### Placed cells, one color a class, run 1

Fill, decap, tap and diode cells in gray.
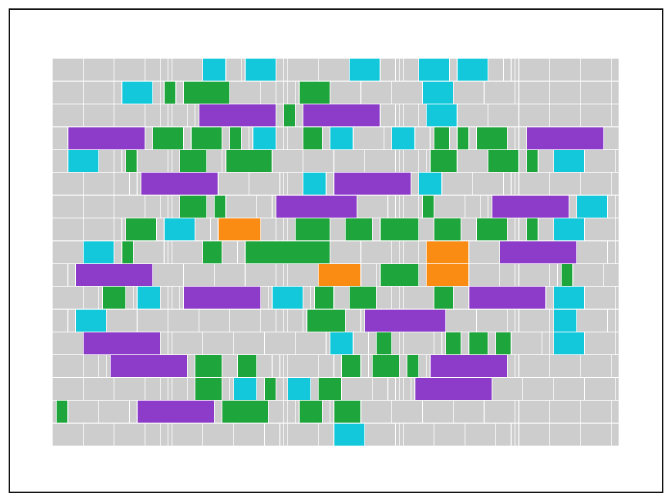
### The clock network, run 1

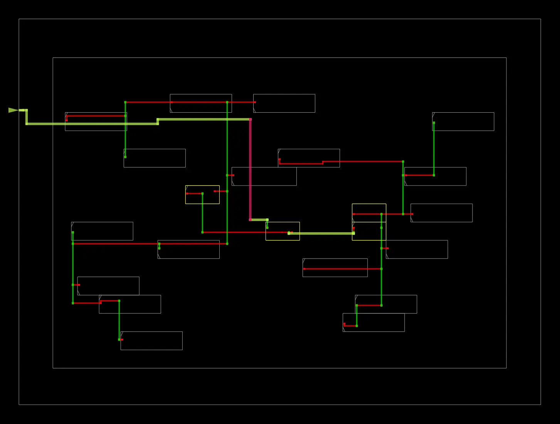
### M1 wires, run 1

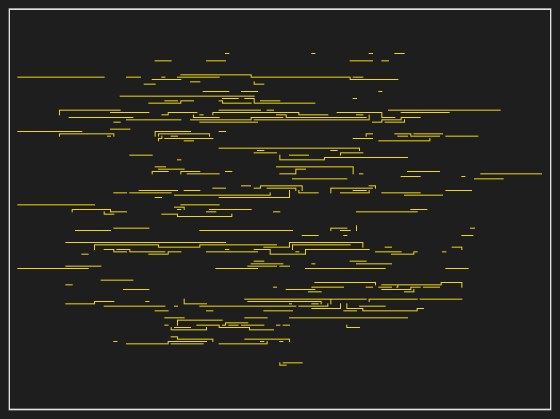
## src/rtl/bf_sweep_ctrl.sv

```systemverilog
// bf_sweep_ctrl: sweeps the 8 input vectors of a 3-input function under test,
// holding each for DWELL cycles, and captures the sampled outputs as a truth table.
// Ports: clk, rst (async, active-high), start, abort, f_out, expected_tt[7:0]
//        -> inA/inB/inC (vector drive), busy, done, tt[7:0], tt_valid, mismatch.
// Optional: define BF_SWEEP_CMP_EN to register mismatch = (tt != expected_tt)
//           at sweep end; otherwise mismatch is tied low.
module bf_sweep_ctrl #(
    parameter int DWELL = 4
) (
    input  logic       clk,
    input  logic       rst,
    input  logic       start,
    input  logic       abort,
    input  logic       f_out,
    input  logic [7:0] expected_tt,
    output logic       inA,
    output logic       inB,
    output logic       inC,
    output logic       busy,
    output logic       done,
    output logic [7:0] tt,
    output logic       tt_valid,
    output logic       mismatch
);

    localparam int CW = (DWELL > 1) ? $clog2(DWELL) : 1;
    localparam logic [CW-1:0] CNT_MAX = CW'(DWELL - 1);

    typedef enum logic [1:0] {
        IDLE,
        APPLY,
        DONE
    } state_t;

    state_t        state;
    logic [2:0]    idx;
    logic [CW-1:0] cnt;
    logic [7:0]    tt_smp;
    logic          last_smp;

    // truth table including the sample taken at this edge
    always_comb begin
        tt_smp      = tt;
        tt_smp[idx] = f_out;
    end

    assign last_smp = (state == APPLY) && !abort
                    && (cnt == CNT_MAX) && (idx == 3'd7);

    always_ff @(posedge clk or posedge rst) begin
        if (rst) begin
            state         <= IDLE;
            idx           <= 3'd0;
            cnt           <= '0;
            {inA,inB,inC} <= 3'd0;
            busy          <= 1'b0;
            done          <= 1'b0;
            tt            <= 8'h00;
            tt_valid      <= 1'b0;
        end else begin
            done <= 1'b0;
            unique case (state)
                IDLE: begin
                    if (start) begin
                        state         <= APPLY;
                        idx           <= 3'd0;
                        cnt           <= '0;
                        {inA,inB,inC} <= 3'd0;
                        busy          <= 1'b1;
                        tt            <= 8'h00;
                        tt_valid      <= 1'b0;
                    end
                end
                APPLY: begin
                    if (abort) begin
                        // partial tt is kept, sweep is not reported
                        state         <= IDLE;
                        idx           <= 3'd0;
                        cnt           <= '0;
                        {inA,inB,inC} <= 3'd0;
                        busy          <= 1'b0;
                    end else if (cnt == CNT_MAX) begin
                        tt  <= tt_smp;
                        cnt <= '0;
                        if (idx == 3'd7) begin
                            state         <= DONE;
                            idx           <= 3'd0;
                            {inA,inB,inC} <= 3'd0;
                            busy          <= 1'b0;
                            done          <= 1'b1;
                            tt_valid      <= 1'b1;
                        end else begin
                            idx           <= idx + 3'd1;
                            {inA,inB,inC} <= idx + 3'd1;
                        end
                    end else begin
                        cnt <= cnt + 1'b1;
                    end
                end
                DONE: begin
                    state <= IDLE;
                end
                default: begin
                    state <= IDLE;
                end
            endcase
        end
    end

`ifdef BF_SWEEP_CMP_EN
    always_ff @(posedge clk or posedge rst) begin
        if (rst) begin
            mismatch <= 1'b0;
        end else if (state == IDLE && start) begin
            mismatch <= 1'b0;
        end else if (last_smp) begin
            mismatch <= (tt_smp != expected_tt);
        end
    end
`else
    logic unused_cmp;
    assign unused_cmp = (^expected_tt) ^ last_smp;
    assign mismatch   = 1'b0;
`endif

endmodule

```

## config.mk

```make
export PLATFORM = sky130hd
export DESIGN_NAME = bf_sweep_ctrl
export DESIGN_NICKNAME = d
export VERILOG_FILES = /design/src/rtl/bf_sweep_ctrl.sv
export SDC_FILE = /design/constraint.sdc
export NUM_CORES = 1
export LEC_CHECK = 0
export ABC_AREA = 0
export CELL_PAD_IN_SITES_DETAIL_PLACEMENT = 1
export CELL_PAD_IN_SITES_GLOBAL_PLACEMENT = 2
export CORE_ASPECT_RATIO = 0.7
export CORE_MARGIN = 5
export CORE_UTILIZATION = 28
export CTS_CLUSTER_SIZE = 40
export DETAILED_ROUTE_END_ITERATION = 8
export PLACE_DENSITY_LB_ADDON = 0.1
export REMOVE_ABC_BUFFERS = 1
export SYNTH_ARGS = -nofsm -noshare
export SYNTH_HDL_FRONTEND = slang
export SYNTH_SLANG_ARGS = --single-unit
```

## constraint.sdc

```tcl
create_clock -name clk -period 1.6 [get_ports clk]
set_clock_uncertainty 0.05 [all_clocks]
set_input_delay 0.24 -clock clk [delete_from_list [all_inputs] [get_ports clk]]
set_output_delay 0.24 -clock clk [all_outputs]
set_load 0.01 [all_outputs]
```

==> results.tsv, run 1 <==
stage	metric	value	unit
timing	hold_viol	0	
global_routing	grt_use_met1	14.7	%
timing	final.hold.worst_slack	270	ps
critical_path	startpoint	inA	
global_routing	global_route.usage.met2	15.0	%
routing	detailroute.via_count	647	
clocking	cts_root_buffer	clkbuf_8	
power	vdd_ir_drop_max	0.292	mV
global_routing	grt_max_degree	19	
die	dieArea	0.00447	mm2
cells_and_area	layout.cells.non_filler	142	
synth	synth_cell_types	30	
critical_path	r2r_cells	4	
clocking	worst_setup_hold_path_clk_slew	70	ps
cells_and_area	buffers	29	
critical_path	timing.critical_path.to_type	primary output	
power	cellPowerDensity	818	mW/mm2
synth	syn_area_per_cell	11.7	um2
cells_and_area	num-multi-input-gates	51	
synth	postSynthCellCount	77	
power	power_clock	0.000375	W
cells_and_area	dominant_cells	registers	
die	vertical_extent_of_the_die	57.5	um
timing	maxSlewViolCount	0	
routing	ant_nets	0	
synth	post_synthesis_cell_area	901	um2
timing	fin_crit	1530	ps
synth	count_of_synthesis_stage_warnings_from_yosys	0	
cells_and_area	seq_share	36.6	%
critical_path	cp_required	1310	ps
cells_and_area	filler_cell_count	345	
cells_and_area	seq_area	453	um2
placement	dp_slack	-108	ps
routing	detailed_router_s_first_iteration_violation_count	24	
cells_and_area	multi_input_logic_area	410	um2
cells_and_area	largest-register	tt	
clocking	ctsHoldBuffers	0	
synth	yosys-dominant-comb-family	simple AND/OR/NAND/NOR gates	
cells_and_area	post-route-util	39.5	%
cells_and_area	number_of_nets_in_the_layout	121	
die	n_tap_cell	38	
cells_and_area	drive_above_1_share	22.1	%
die	core_density_at_floorplan	28.8	%
critical_path	crit_slowest_cell	clkdlybuf4s50_1	
synth	synth_area_leader_cell	dfrtp_1	
routing	route.detailed.wl_per_inst	15.0	um
cells_and_area	comb_area_share	33.2	%
power	power_switching	0.000243	W
global_routing	global_route_wire_length_before_repair	3.73	mm
placement	post-dp-hpwl	1.57	mm
cells_and_area	largest_reg_flops	8	
critical_path	number_of_buffers_and_inverters_on_the_critical_path	1	
timing	min_period_over_period	95.4	%
power	switching_share	24.0	%
job	warning_count	33	
critical_path	critical_path.endpoint	inA	
critical_path	r2r-start	cnt[0]	
placement	numPlacedInstances	138	
die	design.core.area	0.00313	mm2
synth	top_cells_by_area	dfrtp_1 50%, mux2i_1 7.8%, ha_1 4.2%	
critical_path	cp_top_family	buffers and inverters	
status	outcome	finished, final reports clean	
synth	number_of_enable_flip_flop_cells	0	
synth	post-synth-top-area-fraction	50.0	%
timing	setup_ws	73.6	ps
die	rows	17	
routing	routed_via_density	4.56	
synth	postSynth.asyncResetShare	100	%
routing	wl_met3	115	um
synth	synth_flops	18	
synth	yosys-mux-area-fraction	9.03	%
critical_path	r2r_setup_slack	120	ps
die	die_width	77.8	um
timing	setup_viol	0	
clocking	postCtsResizedCells	1	
clocking	maximum_clock_path_buffer_count	2	
Notes on 'Placed cells, one color a class' above:
legend:
  combinational and other logic:
    color: green
    cells: 53
    share_of_their_area: 35%
  clock drivers and dummy loads:
    color: orange
    cells: 4
    share_of_their_area: 4.6%
  other buffers and delay cells:
    color: cyan
    cells: 29
    share_of_their_area: 22%
  flops:
    color: purple
    cells: 18
    share_of_their_area: 38%

Notes on 'The clock network' above:
clock buffers: 4
clock buffer count from CTS: 3
Skew-Pair Late Insertion Delay: 260 ps
clk sink count: 18
flip-flop and latch count: 18

Notes on 'M1 wires' above:
share of all routed wire: 53%
wire length on this layer: 1,120 um

[run 1: placed cells by master, fill, tap and decap left out, types with 2 or more instances in the layout]
| cell | synthesis | final |
|---|---|---|
| nand2b_1 | 2 | 2 |
| mux2i_1 | 7 | 7 |
| nand2_1 | 9 | 9 |
| nor2_1 | 2 | 2 |
| and2_1 | 3 | 3 |
| clkbuf_8 | 0 | 4 |
| buf_4 | 2 | 11 |
| dfrtp_1 | 18 | 16 |
| ha_1 | 3 | 2 |
| a22o_1 | 3 | 3 |
| o21bai_1 | 2 | 2 |
| clkdlybuf4s50_1 | 0 | 18 |
| nor4b_2 | 2 | 2 |
| nand4b_1 | 2 | 2 |
| dfrtp_2 | 0 | 2 |
| nand3_1 | 2 | 2 |
| inv_1 | 2 | 2 |
### The metal 3 layer, run 1

The bar under the picture is 20 um long.
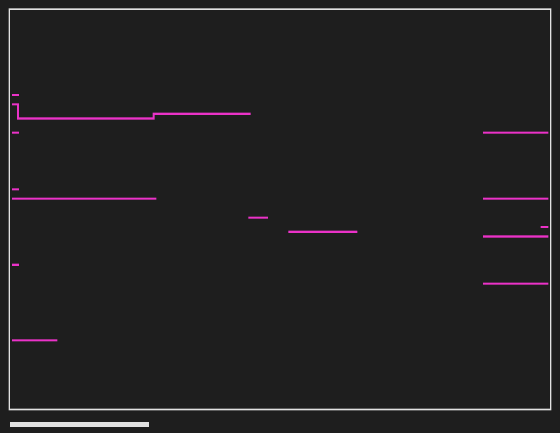

==> run 1 -> run 2 <==
CORE_ASPECT_RATIO = 1.25   (was 0.7)
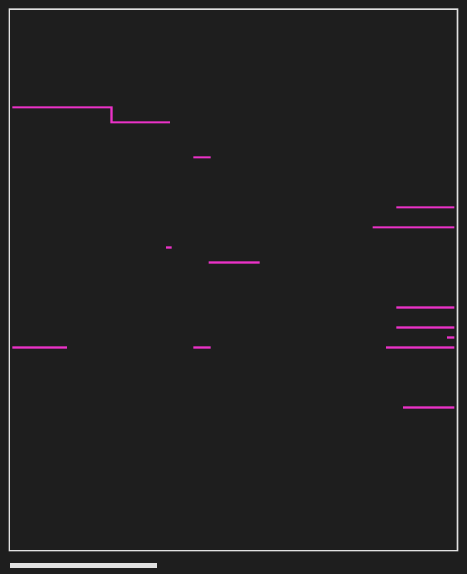
*The metal 3 layer, run 2*
The bar under the picture is 20 um long.
wire length on this layer: 91.3 um
share of all routed wire: 4.3%
longest straight run: 13.3 um
main direction: horizontal
vias post-DR: 669
routed wire length: 2.12 mm

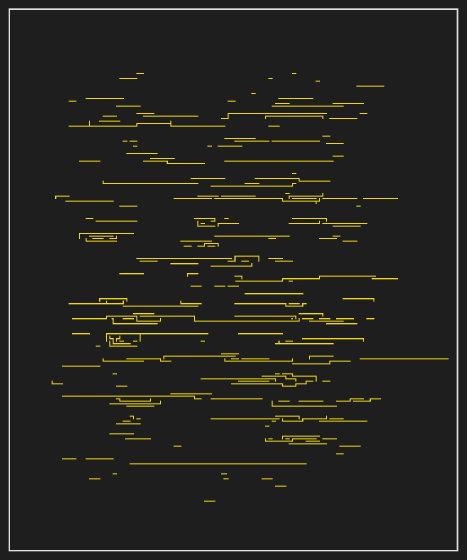
*M1 wires, run 2*
main direction: horizontal
share of all routed wire: 41%
wire length on this layer: 875 um
nets with wire on the layer: 100
longest straight run: 23.9 um
met1 capacity usage during global routing: 12.3%

==> run 2 against run 1 <==
Synthesized cell count unchanged. First-iteration DRC count decreased by 54%. Sequential share of layout area decreased by 0.48 points. Non-clock buffer count increased by 2. Global-route usage decreased by 0.15 points. Utilization about the same. Flip-flop count unchanged. Critical endpoint is now inC. Highest routed layer unchanged.
==> results.tsv, run 2 <==
stage	metric	value	unit
status	outcome	finished, final reports clean	
critical_path	cp_top_family	buffers and inverters	
global_routing	global_route_wire_length_before_repair	3.42	mm
synth	yosys-dominant-comb-family	simple AND/OR/NAND/NOR gates	
critical_path	r2r-start	cnt[0]	
synth	post_synthesis_cell_area	901	um2
routing	detailed_router_s_first_iteration_violation_count	11	
cells_and_area	layout_top_cells_excl_fill_tap	17 x clkdlybuf4s50_1, 16 x dfrtp_1, 13 x buf_4, 9 x nand2_1, 7 x mux2i_1	
synth	count_of_synthesis_stage_warnings_from_yosys	0	
cells_and_area	seq_area	453	um2
synth	top_cells_by_area	dfrtp_1 50%, mux2i_1 7.8%, ha_1 4.2%	
timing	min_period_over_period	96.2	%
die	rows	23	
clocking	ctsHoldBuffers	0	
cells_and_area	filler_cell_count	377	
die	vertical_extent_of_the_die	73.4	um
cells_and_area	largest_reg_flops	8	
synth	postSynth.asyncResetShare	100	%
synth	yosys-mux-area-fraction	9.03	%
critical_path	number_of_buffers_and_inverters_on_the_critical_path	1	
critical_path	r2r_setup_slack	150	ps
critical_path	timing.critical_path.to_type	primary output	
cells_and_area	post-route-util	39.6	%
routing	route.detailed.wl_per_inst	14.8	um
clocking	worst_setup_hold_path_clk_slew	70	ps
power	cellPowerDensity	803	mW/mm2
placement	numPlacedInstances	136	
clocking	cts_root_buffer	clkbuf_8	
synth	syn_area_per_cell	11.7	um2
power	switching_share	23.9	%
routing	ant_nets	0	
timing	setup_ws	60.6	ps
die	die_width	60.7	um
critical_path	startpoint	inC	
cells_and_area	multi_input_logic_area	410	um2
synth	synth_cell_types	30	
timing	setup_viol	0	
clocking	maximum_clock_path_buffer_count	2	
timing	final.hold.worst_slack	247	ps
job	warning_count	33	
clocking	cts_made_buffers	3	
cells_and_area	number_of_nets_in_the_layout	123	
die	design.core.area	0.00317	mm2
critical_path	crit_slowest_cell	clkdlybuf4s50_1	
synth	synth_flops	18	
synth	synth_area_leader_cell	dfrtp_1	
critical_path	critical_path.endpoint	inC	
synth	post-synth-top-area-fraction	50.0	%
cells_and_area	lay_top_count	clkdlybuf4s50_1	
synth	postSynthCellCount	77	
cells_and_area	largest-register	tt	
cells_and_area	layout.cells.non_filler	143	
power	design_power_total	0.00101	W
die	dieArea	0.00446	mm2
power	power_switching	0.000240	W
placement	post-dp-hpwl	1.59	mm
clocking	cts.sinks	18	
routing	wl_met3	91	um
timing	fin_crit	1540	ps
power	vdd_ir_drop_max	0.442	mV
placement	dp_slack	-141	ps
routing	routed_via_density	4.68	
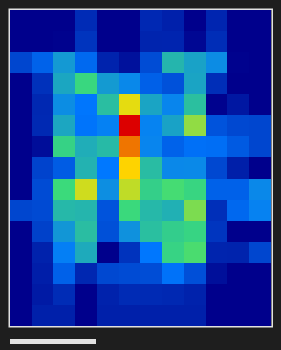
*Wiring heat map, run 2*
The bar under the picture is 20 um long. 12 x 15 tiles, from dark blue (low) to red (high), scaled to the fullest tile. Values are wire area over tile area, all layers added.
tiles over half the peak: 5.6%
mean over tiles: 0.074
nearly empty tiles: 26%

[run 2: cell counts after synthesis]
No cell type changed its count.
[run 2: power by group through the flow]
stage	sequential [W]	combinational (W)	clock [W]
floorplan	0.000504	0.0000663	0
global placement	0.000503	0.000133	0
detailed placement	0.000505	0.000136	0
CTS	0.000496	0.000137	0.000386
global route	0.000498	0.000153	0.000410
finish	0.000497	0.000135	0.000374
[run 2: repair_timing]
item | in CTS | in global routing
resized | 2 | 4
pin swaps | 0 | 0
cloned | 0 | 0
endpoints found under the setup margin | 3 | 8
buffers inserted | 1 | 2
[run 2: cell type report]
type                            count  share of cell area, %
Clock buffer                        4                   4.40
Inverter                            2                  0.599
Multi-Input combinational cell     51                   32.8
Sequential cell                    18                   36.2
Tap cell                           37                   3.70
Timing Repair Buffer               31                   22.4
Power is estimated from default activity; no workload was simulated.
